File: src/rtl/bram_rv_initiator.sv
// Single-beat read/write initiator for the bram_rv valid/ready memory port, with a stall watchdog.
// Define BRAM_RV_INIT_WRITE_ACK_EN to return a response for every successful write.
module bram_rv_initiator #(
    parameter int ADDR_WIDTH     = 10,
    parameter int DATA_WIDTH     = 32,
    parameter int TIMEOUT_CYCLES = 16
) (
    input  logic                    i_clk,
    input  logic                    i_rst,

    input  logic                    i_cmd_valid,
    output logic                    o_cmd_ready,
    input  logic                    i_cmd_we,
    input  logic [ADDR_WIDTH-1:0]   i_cmd_addr,
    input  logic [DATA_WIDTH-1:0]   i_cmd_data,
    input  logic [DATA_WIDTH/8-1:0] i_cmd_be,

    output logic                    o_resp_valid,
    input  logic                    i_resp_ready,
    output logic [DATA_WIDTH-1:0]   o_resp_data,
    output logic                    o_resp_we,
    output logic                    o_resp_err,

    output logic [ADDR_WIDTH-1:0]   o_addr,
    output logic [DATA_WIDTH-1:0]   o_data,
    output logic [DATA_WIDTH/8-1:0] o_byte_write_enable,
    output logic                    o_wr_valid,
    input  logic                    i_wr_ready,
    output logic                    o_rd_ready,
    input  logic [DATA_WIDTH-1:0]   i_data,
    input  logic                    i_rd_valid
);

    localparam int BE_WIDTH  = DATA_WIDTH / 8;
    localparam int CNT_WIDTH = $clog2(TIMEOUT_CYCLES + 1);
    localparam logic [CNT_WIDTH-1:0] CNT_LAST = CNT_WIDTH'(TIMEOUT_CYCLES - 1);

    typedef enum logic [2:0] {
        ST_IDLE,
        ST_WRITE,
        ST_READ,
        ST_RECOVER,
        ST_RESP
    } state_e;

    state_e                 state_q,     state_d;
    logic                   we_q,        we_d;
    logic [ADDR_WIDTH-1:0]  addr_q,      addr_d;
    logic [DATA_WIDTH-1:0]  data_q,      data_d;
    logic [BE_WIDTH-1:0]    be_q,        be_d;
    logic [CNT_WIDTH-1:0]   cnt_q,       cnt_d;
    logic [DATA_WIDTH-1:0]  resp_data_q, resp_data_d;
    logic                   resp_we_q,   resp_we_d;
    logic                   resp_err_q,  resp_err_d;

    logic timeout_hit;
    assign timeout_hit = (cnt_q == CNT_LAST);

    always_comb begin
        // NOTE: every variable gets a default first so no path through the case infers a latch.
        state_d     = state_q;
        we_d        = we_q;
        addr_d      = addr_q;
        data_d      = data_q;
        be_d        = be_q;
        cnt_d       = cnt_q;
        resp_data_d = resp_data_q;
        resp_we_d   = resp_we_q;
        resp_err_d  = resp_err_q;

        unique case (state_q)
            ST_IDLE: begin
                if (i_cmd_valid) begin
                    we_d    = i_cmd_we;
                    addr_d  = i_cmd_addr;
                    data_d  = i_cmd_data;
                    be_d    = i_cmd_be;
                    cnt_d   = '0;
                    state_d = i_cmd_we ? ST_WRITE : ST_READ;
                end
            end

            ST_WRITE: begin
                if (i_wr_ready) begin
`ifdef BRAM_RV_INIT_WRITE_ACK_EN
                    resp_data_d = '0;
                    resp_we_d   = 1'b1;
                    resp_err_d  = 1'b0;
                    state_d     = ST_RESP;
`else
                    state_d     = ST_RECOVER;
`endif
                end else if (timeout_hit) begin
                    resp_data_d = '0;
                    resp_we_d   = 1'b1;
                    resp_err_d  = 1'b1;
                    state_d     = ST_RESP;
                end else begin
                    cnt_d = cnt_q + CNT_WIDTH'(1);
                end
            end

            // A handshake on the same edge as the timeout wins because it is tested first.
            ST_READ: begin
                if (i_rd_valid) begin
                    resp_data_d = i_data;
                    resp_we_d   = 1'b0;
                    resp_err_d  = 1'b0;
                    state_d     = ST_RESP;
                end else if (timeout_hit) begin
                    resp_data_d = '0;
                    resp_we_d   = 1'b0;
                    resp_err_d  = 1'b1;
                    state_d     = ST_RESP;
                end else begin
                    cnt_d = cnt_q + CNT_WIDTH'(1);
                end
            end

            ST_RECOVER: state_d = ST_IDLE;

            ST_RESP: begin
                if (i_resp_ready) begin
                    state_d = ST_IDLE;
                end
            end

            default: state_d = ST_IDLE;
        endcase
    end

    always_ff @(posedge i_clk) begin
        // NOTE: state registers use non-blocking assignments so every flop samples pre-edge values.
        if (!i_rst) begin
            state_q     <= ST_IDLE;
            we_q        <= 1'b0;
            addr_q      <= '0;
            data_q      <= '0;
            be_q        <= '0;
            cnt_q       <= '0;
            resp_data_q <= '0;
            resp_we_q   <= 1'b0;
            resp_err_q  <= 1'b0;
        end else begin
            state_q     <= state_d;
            we_q        <= we_d;
            addr_q      <= addr_d;
            data_q      <= data_d;
            be_q        <= be_d;
            cnt_q       <= cnt_d;
            resp_data_q <= resp_data_d;
            resp_we_q   <= resp_we_d;
            resp_err_q  <= resp_err_d;
        end
    end

    // Outputs depend only on registers and the decoded state; ready is also held low during reset.
    assign o_cmd_ready         = (state_q == ST_IDLE) && i_rst;
    assign o_wr_valid          = (state_q == ST_WRITE);
    assign o_rd_ready          = (state_q == ST_READ);
    assign o_addr              = addr_q;
    assign o_data              = data_q;
    assign o_byte_write_enable = (state_q == ST_WRITE) ? be_q : '0;

    assign o_resp_valid = (state_q == ST_RESP);
    assign o_resp_data  = (state_q == ST_RESP) ? resp_data_q : '0;
    assign o_resp_we    = (state_q == ST_RESP) && resp_we_q;
    assign o_resp_err   = (state_q == ST_RESP) && resp_err_q;

endmodule

File: config.mk
export PLATFORM = sky130hd
export DESIGN_NAME = bram_rv_initiator
export DESIGN_NICKNAME = d
export VERILOG_FILES = /design/src/rtl/bram_rv_initiator.sv
export SDC_FILE = /design/constraint.sdc
export NUM_CORES = 1
export LEC_CHECK = 0
export ABC_CLOCK_PERIOD_IN_PS = 2700
export CAP_MARGIN = 20
export CORE_MARGIN = 2
export CORE_UTILIZATION = 28
export DETAILED_ROUTE_END_ITERATION = 16
export GPL_ROUTABILITY_DRIVEN = 0
export PLACE_DENSITY = 0.62
export SKIP_LAST_GASP = 1
export SLEW_MARGIN = 20
export SYNTH_ARGS = -nofsm -noshare
export SYNTH_HDL_FRONTEND = slang
export SYNTH_SLANG_ARGS = --single-unit
File: constraint.sdc
create_clock -name i_clk -period 2.7 [get_ports i_clk]
set_input_delay 0.54 -clock i_clk [delete_from_list [all_inputs] [get_ports i_clk]]
set_output_delay 0.54 -clock i_clk [all_outputs]
set_load 0.01 [all_outputs]
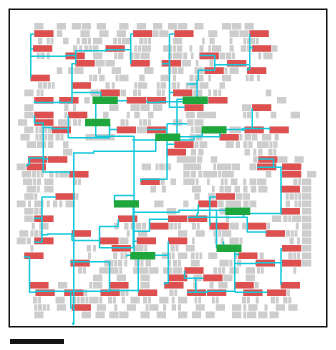
Figure 1: clock network drawn from the DEF.
The bar under the picture is 20 um long.
green -> clock-net drivers  # count 9
red -> flip-flops  # count 88
cyan -> clock wires  # length 1170 um
routed clock nets = 10

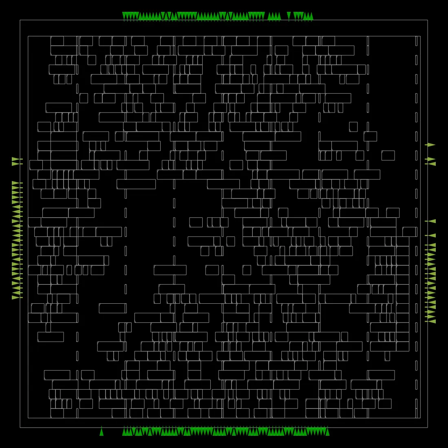
Figure 2: cell outlines without signal wires.
Well-Tap Cells: 168
final cell count without fillers: 785
Core Rows: 40

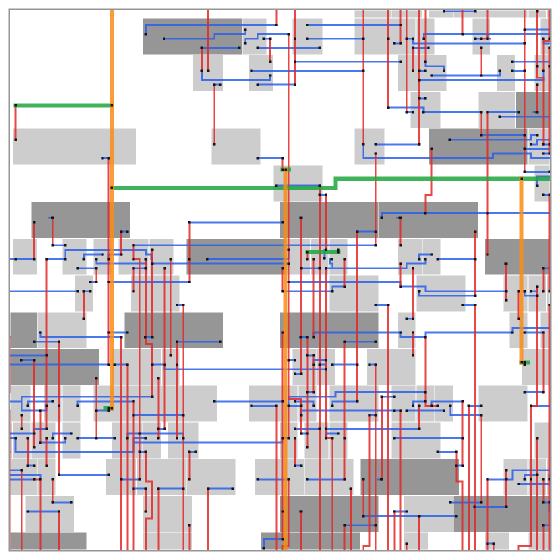
Figure 3: layout detail.
Window x 38 to 78, y 15 to 55 um. Cells in grey, sequential cells in the stronger grey; small squares are vias.
green -> M3
red -> M2
blue -> M1
orange -> M4
sequential cells in the window = 13
netlist names of flops here include = o_addr (5), be_q (3), o_data (3)
most frequent = nand2_1 (22), clkdlybuf4s50_1 (20)
cells with their middle in the window = 90

==> flow_summary.yaml <==
# yosys + openroad results
run_status:
  outcome: "finished, final reports clean"
final_layout:
  finalNetCount: 699
  layout-drive-gt1-share: 0.05024
  area_growth_pct: 61.27
grt:
  wire_length_of_the_first_global_routing_pass_um: 16290
  grt_start_max_net_pins: 54
  grt_antenna_before_repair: 0
run:
  warnings: 26
clock_tree:
  ctsLongestPathBuffers: 2
  postCtsHoldBufs: 0
logic_synthesis:
  synth_warnings: 0
  postSynthSeqShare: 0.5004
  syn_area_sq_um: 3521
  synth.area.top_cells: "dfxtp_1, nand2_1, a21oi_1, and2_1, buf_2"
  yosys.cell_count.top_type: "nand2_1"
sta:
  timing.final.hold_violations: 0
  drv_slew: 0
  fin_crit_sh: 0.9269
critical_path:
  start_kind: "flip-flop"
  worst-setup-path-type: "reg2out"
  critical_path_arrival_ns: 1.96
floorplan:
  dieHeight_um: 116.1
  fp.dieArea_sq_um: 13490
power_and_ir_drop:
  pwr_density_cell_nw_per_um2: 548.1
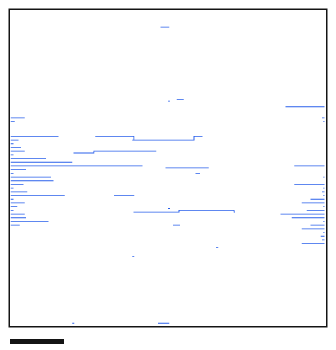
Figure 4: met3 routing.
The bar under the picture is 20 um long.
longest straight run = 48.1 um
main direction = horizontal
share of all routed wire = 4.5%
nets with wire on the layer = 56
wire length after detailed routing: 10540 um
M3 GR Usage: 0.03944

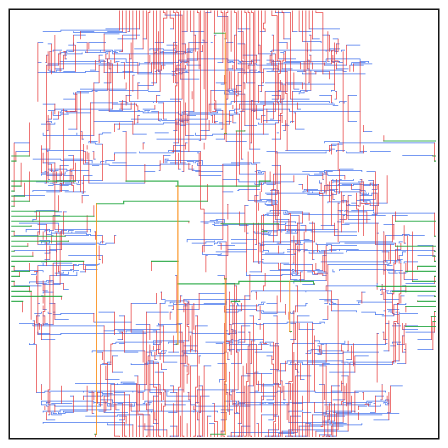
Figure 5: metal layers overlaid.
blue -> M1  # wire length 4580 um
red -> M2  # wire length 5290 um
green -> M3  # wire length 476 um
orange -> M4  # wire length 188 um

## path summary, 6_finish.rpt
path                            depth (start not counted)               endpoint                    start  slack [ns]
worst max-delay path                                    4              o_resp_we  state_q[1]$_SDFFE_PN0P_        0.20
worst min-delay path                                    2   be_q[2]$_SDFFE_PN0P_     be_q[2]$_SDFFE_PN0P_        0.45
worst max register to register                          7  cnt_q[2]$_SDFFE_PN0P_    cnt_q[0]$_SDFFE_PN0P_        0.44
worst min register to register                          2   be_q[2]$_SDFFE_PN0P_     be_q[2]$_SDFFE_PN0P_        0.45
## state kept, by name, indices dropped and copies added, names as in the netlist
| signal | cells |
|---|---|
| o_data | 32 |
| resp_data_q | 32 |
| o_addr | 10 |
| cnt_q | 5 |
| be_q | 4 |
| state_q | 3 |
| resp_err_q | 1 |
| resp_we_q | 1 |
## routing by layer
metal | GRT usage | wire length [um] | vias to the layer above
li1 | - | - | 1792
met1 | 0.1909 | 4580 | 1587
met2 | 0.2565 | 5291 | 70
met3 | 0.03944 | 475 | 12
met4 | 0.06508 | 188 | 0
met5 | 0 | 0 | -
## cells by family (layout without fill, tap and decap cells)
group,Yosys count,count (layout),synth area share
buf+inv,35,199,0.04300
simple gates,230,230,0.3010
flops,88,88,0.5004
xor+xnor,1,1,0.002488
fa+ha+maj,2,2,0.007106
compound gates,97,97,0.1461
## final cells by class
| class | instances | area [sq um] |
|---|---|---|
| Clock buffer | 13 | 240.2 |
| Sequential cell | 88 | 1762 |
| Inverter | 5 | 18.77 |
| Fill cell | 1201 | 6484 |
| Multi-Input combinational cell | 330 | 1623 |
| Timing Repair Buffer | 178 | 1782 |
| Clock inverter | 3 | 42.54 |
| Tap cell | 168 | 210.2 |
## power by group
part / switching (mW) / internal, mW / total [mW]
combinational: 0.229 / 0.271 / 0.500
clock: 0.487 / 0.717 / 1.20
sequential: 0.0386 / 1.37 / 1.41
total: 0.755 / 2.36 / 3.11
## timing repair
| item | CTS | global route |
|---|---|---|
| endpoints found under the hold margin | 0 | 0 |
| resized | 0 | 1 |
| setup endpoints to repair | 0 | 4 |
## stage by stage
stage / worst slack, ns / power [mW] / cells / hold slack (ns) / cell area, sq um
3_5_place_dp: 0.2188 / 1.942 / 769 / 0.4436 / 5393
4_1_cts: 0.09479 / 3.172 / 785 / 0.4527 / 5675
3_3_place_gp: 0.2196 / 1.930 / 769 / 0.4371 / 5393
5_1_grt: 0.05114 / 3.268 / 785 / 0.4666 / 5678
2_1_floorplan: 0.6435 / 1.651 / 453 / 0.4306 / 3521
6_report: 0.1973 / 3.112 / 785 / 0.4491 / 5678
## cell usage in the layout (no fill, tap or decap), types with 4 or more instances in the layout
master           count
clkdlybuf4s50_1    168
nand2_1            162
dfxtp_1             88
a21oi_1             84
and2_1              40
clkbuf_16            9
buf_4                8
inv_1                4
clkbuf_1             4
## critical path, cell delays in order (launching register included)
cell	delay [ns]
dfxtp_1	0.44
nor3b_4	0.26
buf_12	0.20
and2_1	0.14
clkdlybuf4s50_1	0.58
Power and IR drop assume default switching activity.
